`src/rtl/multicycle_ctrl_v2.sv`:
```
// Multicycle MIPS control FSM: Moore datapath decode with mem_ready handshake,
// memory-wait timeout, sticky halt/error status and a retired-instruction count.
// Optional single-step input is enabled by defining STEP_EN.
module multicycle_ctrl_v2 #(
  parameter int unsigned CNT_W   = 16,
  parameter int unsigned TMO_W   = 8,
  parameter int unsigned TMO_MAX = 200
) (
  input  logic             clkvar,
  input  logic             rst,
`ifdef STEP_EN
  input  logic             step,
`endif
  input  logic             run,
  input  logic [5:0]       op,
  input  logic [5:0]       funct,
  input  logic             mem_ready,
  output logic             PCWriteCond,
  output logic             PCWriteCondne,
  output logic             PCWrite,
  output logic             IRWrite,
  output logic             RegWrite,
  output logic             IorD,
  output logic             MemRead,
  output logic             MemWrite,
  output logic             ALUSrcA,
  output logic [2:0]       ALUOp,
  output logic [1:0]       ALUSrcB,
  output logic [1:0]       RegDst,
  output logic [1:0]       MemtoReg,
  output logic [1:0]       PCSource,
  output logic [3:0]       state,
  output logic             instr_done,
  output logic             halted,
  output logic [1:0]       err_code,
  output logic [CNT_W-1:0] retired
);

  typedef enum logic [3:0] {
    S_IF = 4'b0000, S_ID = 4'b0001, S_MEMADR = 4'b0010, S_LWMEM = 4'b0011,
    S_LWWB = 4'b0100, S_SWMEM = 4'b0101, S_REX = 4'b0110, S_RWB = 4'b0111,
    S_BR = 4'b1000, S_J = 4'b1001, S_IEX = 4'b1010, S_IWB = 4'b1011,
    S_JAL = 4'b1100, S_JR = 4'b1101, S_LUI = 4'b1110, S_IDLE = 4'b1111
  } state_t;

  localparam logic [TMO_W-1:0] TMO_LAST = TMO_W'((TMO_MAX == 0) ? 0 : TMO_MAX - 1);

  state_t           state_q, state_d, after_st;
  logic [5:0]       opreg, functreg;
  logic             halted_q, halt_req, in_wait, tmo_hit, go;
  logic [1:0]       err_q, halt_code;
  logic [TMO_W-1:0] tmo;
  logic [CNT_W-1:0] retired_q;
  logic             unused_functreg;

  // functreg is latched for the datapath's view of the IR; control itself
  // only needs opreg after ID.
  assign unused_functreg = ^functreg;

`ifdef STEP_EN
  logic step_q;
  always_ff @(posedge clkvar or negedge rst) begin
    if (!rst) step_q <= 1'b0;
    else      step_q <= step;
  end
  assign go = run | (step & ~step_q);
`else
  assign go = run;
`endif

  assign in_wait  = (state_q == S_IF) || (state_q == S_LWMEM) || (state_q == S_SWMEM);
  assign tmo_hit  = (TMO_MAX != 0) && in_wait && !mem_ready && (tmo == TMO_LAST);
  assign after_st = run ? S_IF : S_IDLE;

  always_ff @(posedge clkvar or negedge rst) begin
    if (!rst) begin
      state_q   <= S_IDLE;
      opreg     <= '0;
      functreg  <= '0;
      halted_q  <= 1'b0;
      err_q     <= 2'b00;
      tmo       <= '0;
      retired_q <= '0;
    end else begin
      state_q <= state_d;
      if (state_q == S_ID) begin
        opreg    <= op;
        functreg <= funct;
      end
      if (halt_req) begin
        halted_q <= 1'b1;
        if (err_q == 2'b00) err_q <= halt_code;
      end
      tmo <= (in_wait && !mem_ready) ? tmo + 1'b1 : '0;
      if (instr_done) retired_q <= retired_q + 1'b1;
    end
  end

  always_comb begin
    state_d   = state_q;
    halt_req  = 1'b0;
    halt_code = 2'b00;
    if (halted_q) begin
      state_d = S_IDLE;
    end else begin
      case (state_q)
        S_IDLE: if (go) state_d = S_IF;
        S_IF: begin
          if (mem_ready) state_d = S_ID;
          else if (tmo_hit) begin
            state_d = S_IDLE; halt_req = 1'b1; halt_code = 2'b10;
          end
        end
        // Dispatch uses the live IR; opreg is only valid from the next state on.
        S_ID: begin
          case (op)
            6'b000000: state_d = (funct == 6'b001000) ? S_JR : S_REX;
            6'b100011, 6'b101011: state_d = S_MEMADR;
            6'b001000, 6'b001100, 6'b001101, 6'b001110, 6'b001010: state_d = S_IEX;
            6'b001111: state_d = S_LUI;
            6'b000100, 6'b000101: state_d = S_BR;
            6'b000010: state_d = S_J;
            6'b000011: state_d = S_JAL;
            default: begin
              state_d = S_IDLE; halt_req = 1'b1; halt_code = 2'b01;
            end
          endcase
        end
        S_MEMADR: state_d = (opreg == 6'b100011) ? S_LWMEM : S_SWMEM;
        S_LWMEM: begin
          if (mem_ready) state_d = S_LWWB;
          else if (tmo_hit) begin
            state_d = S_IDLE; halt_req = 1'b1; halt_code = 2'b10;
          end
        end
        S_SWMEM: begin
          if (mem_ready) state_d = after_st;
          else if (tmo_hit) begin
            state_d = S_IDLE; halt_req = 1'b1; halt_code = 2'b10;
          end
        end
        S_REX:  state_d = S_RWB;
        S_IEX:  state_d = S_IWB;
        S_LUI:  state_d = S_IWB;
        S_LWWB, S_RWB, S_BR, S_J, S_IWB, S_JAL, S_JR: state_d = after_st;
        default: state_d = S_IDLE;
      endcase
    end
  end

  // IDLE and HALT share encoding 1111; both decode to all-zero controls.
  always_comb begin
    PCWriteCond = 1'b0; PCWriteCondne = 1'b0; PCWrite = 1'b0; IRWrite = 1'b0;
    RegWrite = 1'b0; IorD = 1'b0; MemRead = 1'b0; MemWrite = 1'b0; ALUSrcA = 1'b0;
    ALUOp = 3'b000; ALUSrcB = 2'b00; RegDst = 2'b00; MemtoReg = 2'b00;
    PCSource = 2'b00; instr_done = 1'b0;
    case (state_q)
      S_IF: begin
        MemRead = 1'b1; ALUSrcB = 2'b01; PCWrite = mem_ready; IRWrite = mem_ready;
      end
      S_ID:     ALUSrcB = 2'b11;
      S_MEMADR: begin ALUSrcA = 1'b1; ALUSrcB = 2'b10; end
      S_LWMEM:  begin MemRead = 1'b1; IorD = 1'b1; end
      S_LWWB:   begin RegWrite = 1'b1; MemtoReg = 2'b01; instr_done = 1'b1; end
      S_SWMEM:  begin MemWrite = mem_ready; IorD = 1'b1; instr_done = mem_ready; end
      S_REX:    begin ALUSrcA = 1'b1; ALUOp = 3'b010; end
      S_RWB:    begin RegWrite = 1'b1; RegDst = 2'b01; instr_done = 1'b1; end
      S_BR: begin
        ALUSrcA = 1'b1; ALUOp = 3'b001; PCSource = 2'b01;
        PCWriteCond = ~opreg[0]; PCWriteCondne = opreg[0]; instr_done = 1'b1;
      end
      S_J:      begin PCWrite = 1'b1; PCSource = 2'b10; instr_done = 1'b1; end
      S_IEX:    begin ALUSrcA = 1'b1; ALUSrcB = 2'b10; ALUOp = 3'b011; end
      S_IWB:    begin RegWrite = 1'b1; instr_done = 1'b1; end
      S_JAL: begin
        PCWrite = 1'b1; PCSource = 2'b10; RegWrite = 1'b1; RegDst = 2'b10;
        MemtoReg = 2'b10; instr_done = 1'b1;
      end
      S_JR:     begin PCWrite = 1'b1; PCSource = 2'b11; instr_done = 1'b1; end
      S_LUI:    begin ALUSrcB = 2'b10; ALUOp = 3'b100; end
      default: ;
    endcase
  end

  assign state    = state_q;
  assign halted   = halted_q;
  assign err_code = err_q;
  assign retired  = retired_q;

endmodule

```
`config.mk`:
```
export PLATFORM = sky130hd
export DESIGN_NAME = multicycle_ctrl_v2
export DESIGN_NICKNAME = d
export VERILOG_FILES = /design/src/rtl/multicycle_ctrl_v2.sv
export SDC_FILE = /design/constraint.sdc
export NUM_CORES = 1
export LEC_CHECK = 0
export ABC_AREA = 1
export CAP_MARGIN = 20
export CORE_ASPECT_RATIO = 1.5
export CORE_MARGIN = 2
export CORE_UTILIZATION = 45
export CTS_BUF_LIST = sky130_fd_sc_hd__clkbuf_8
export DETAILED_ROUTE_END_ITERATION = 10
export PLACE_DENSITY = 0.74
export REMOVE_ABC_BUFFERS = 1
export SYNTH_ARGS = -nofsm -noshare
export SYNTH_HDL_FRONTEND = slang
export SYNTH_SLANG_ARGS = --single-unit
export TNS_END_PERCENT = 20
```
`constraint.sdc`:
```
create_clock -name clkvar -period 4.3 [get_ports clkvar]
set_input_delay 1.075 -clock clkvar [delete_from_list [all_inputs] [get_ports clkvar]]
set_output_delay 1.075 -clock clkvar [all_outputs]
set_load 0.05 [all_outputs]
```
==> images/density.png <==
Scale bar: 20 um. The die is cut into 6 by 9 equal tiles; dark purple is low, yellow is high, 0 to 100% covered.
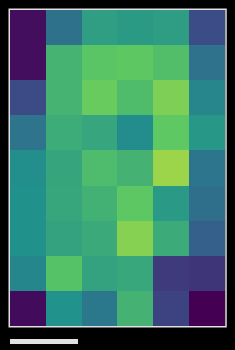
nearly empty tiles: 1.9%
tiles over 75% full: 9.3%
fullest tile: 85%
emptiest ninth of the die: bottom right
Core Region: 5080 um^2
final design utilization: 60.2%

==> images/wire_density.png <==
The die is cut into 13 by 19 equal tiles; dark purple is low, yellow is high, scaled to the fullest tile. Values are wire area over tile area, all layers added.
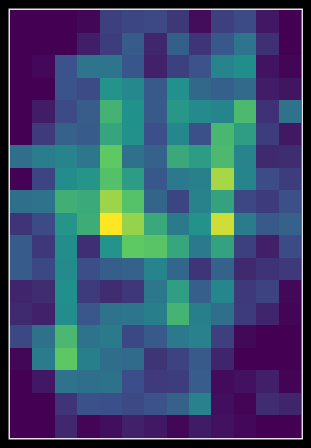
emptiest ninth of the die: bottom right
tiles over half the peak: 15%
fullest tile: 0.55

==> metrics.yaml <==
status: "completed"
antenna_cells: 0
warning_count: 25
buffers: 60
aoi_share_pct: 7.04
hold_class: "flop to flop"
logic_gates: 238
finalCritPeriodShare_pct: 92.1
critPathMostFrequentCell: "clkdlybuf4s50_1"
avgSynthCellArea_um2: 7.25
hold_viol_final: 0
p_sw_uw: 177
path_clk_slew_ps: 70
min_from: "opreg[1]$_DFFE_PN0P_"
grt.met1_usage_pct: 23.3
p_int_uw: 492
synth.most_common_cell: "nand2_1"
largest_reg_flops: 16
synth-simple-area-share_pct: 36.6
async_flop_share_pct: 100
lay_top_cells: "nand2_1, clkdlybuf4s50_1, nor2_1, inv_1, dfrtp_1"
critical_path.top_delay_family: "buffers and inverters"
tns_ps: 0
pwr.group.sequential_uw: 358
crit_required_ps: 3220
combPwrFrac_pct: 11.4
critPathLaunchType: "primary input"
crit_slowest_cell: "clkdlybuf4s50_1"
rsz0062_at_grt: "false"
cts_root_buf: "clkbuf_8"
htree_levels: 2
synthAdderAreaFrac_pct: 1.06
hold_depth: 2
flops: 37
final_area_um2: 3060
first_iter_violations: 131
==> images/metal_stack.png <==
Two of the layers only.
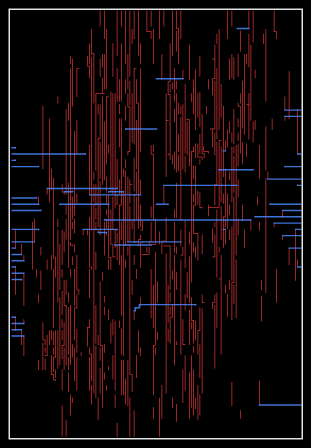
| colour | layer | wire length |
|---|---|---|
| red | met2 | 3130 um |
| blue | met3 | 290 um |
via count: 2268
Post-Route WL: 5.65 mm
WL/cell: 12.4 um

==> images/final_clocks.png <==
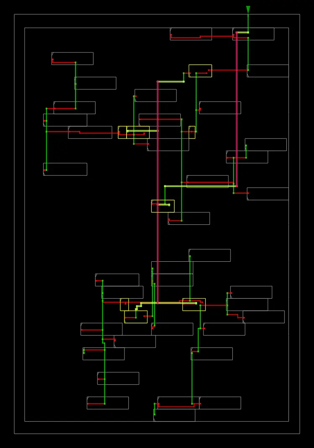
# clk buffers: 5
CTS buffer count: 5
CTS sink count: 37
Layout Skew: 10.2 ps
clk ins delay skew pair: 290 ps

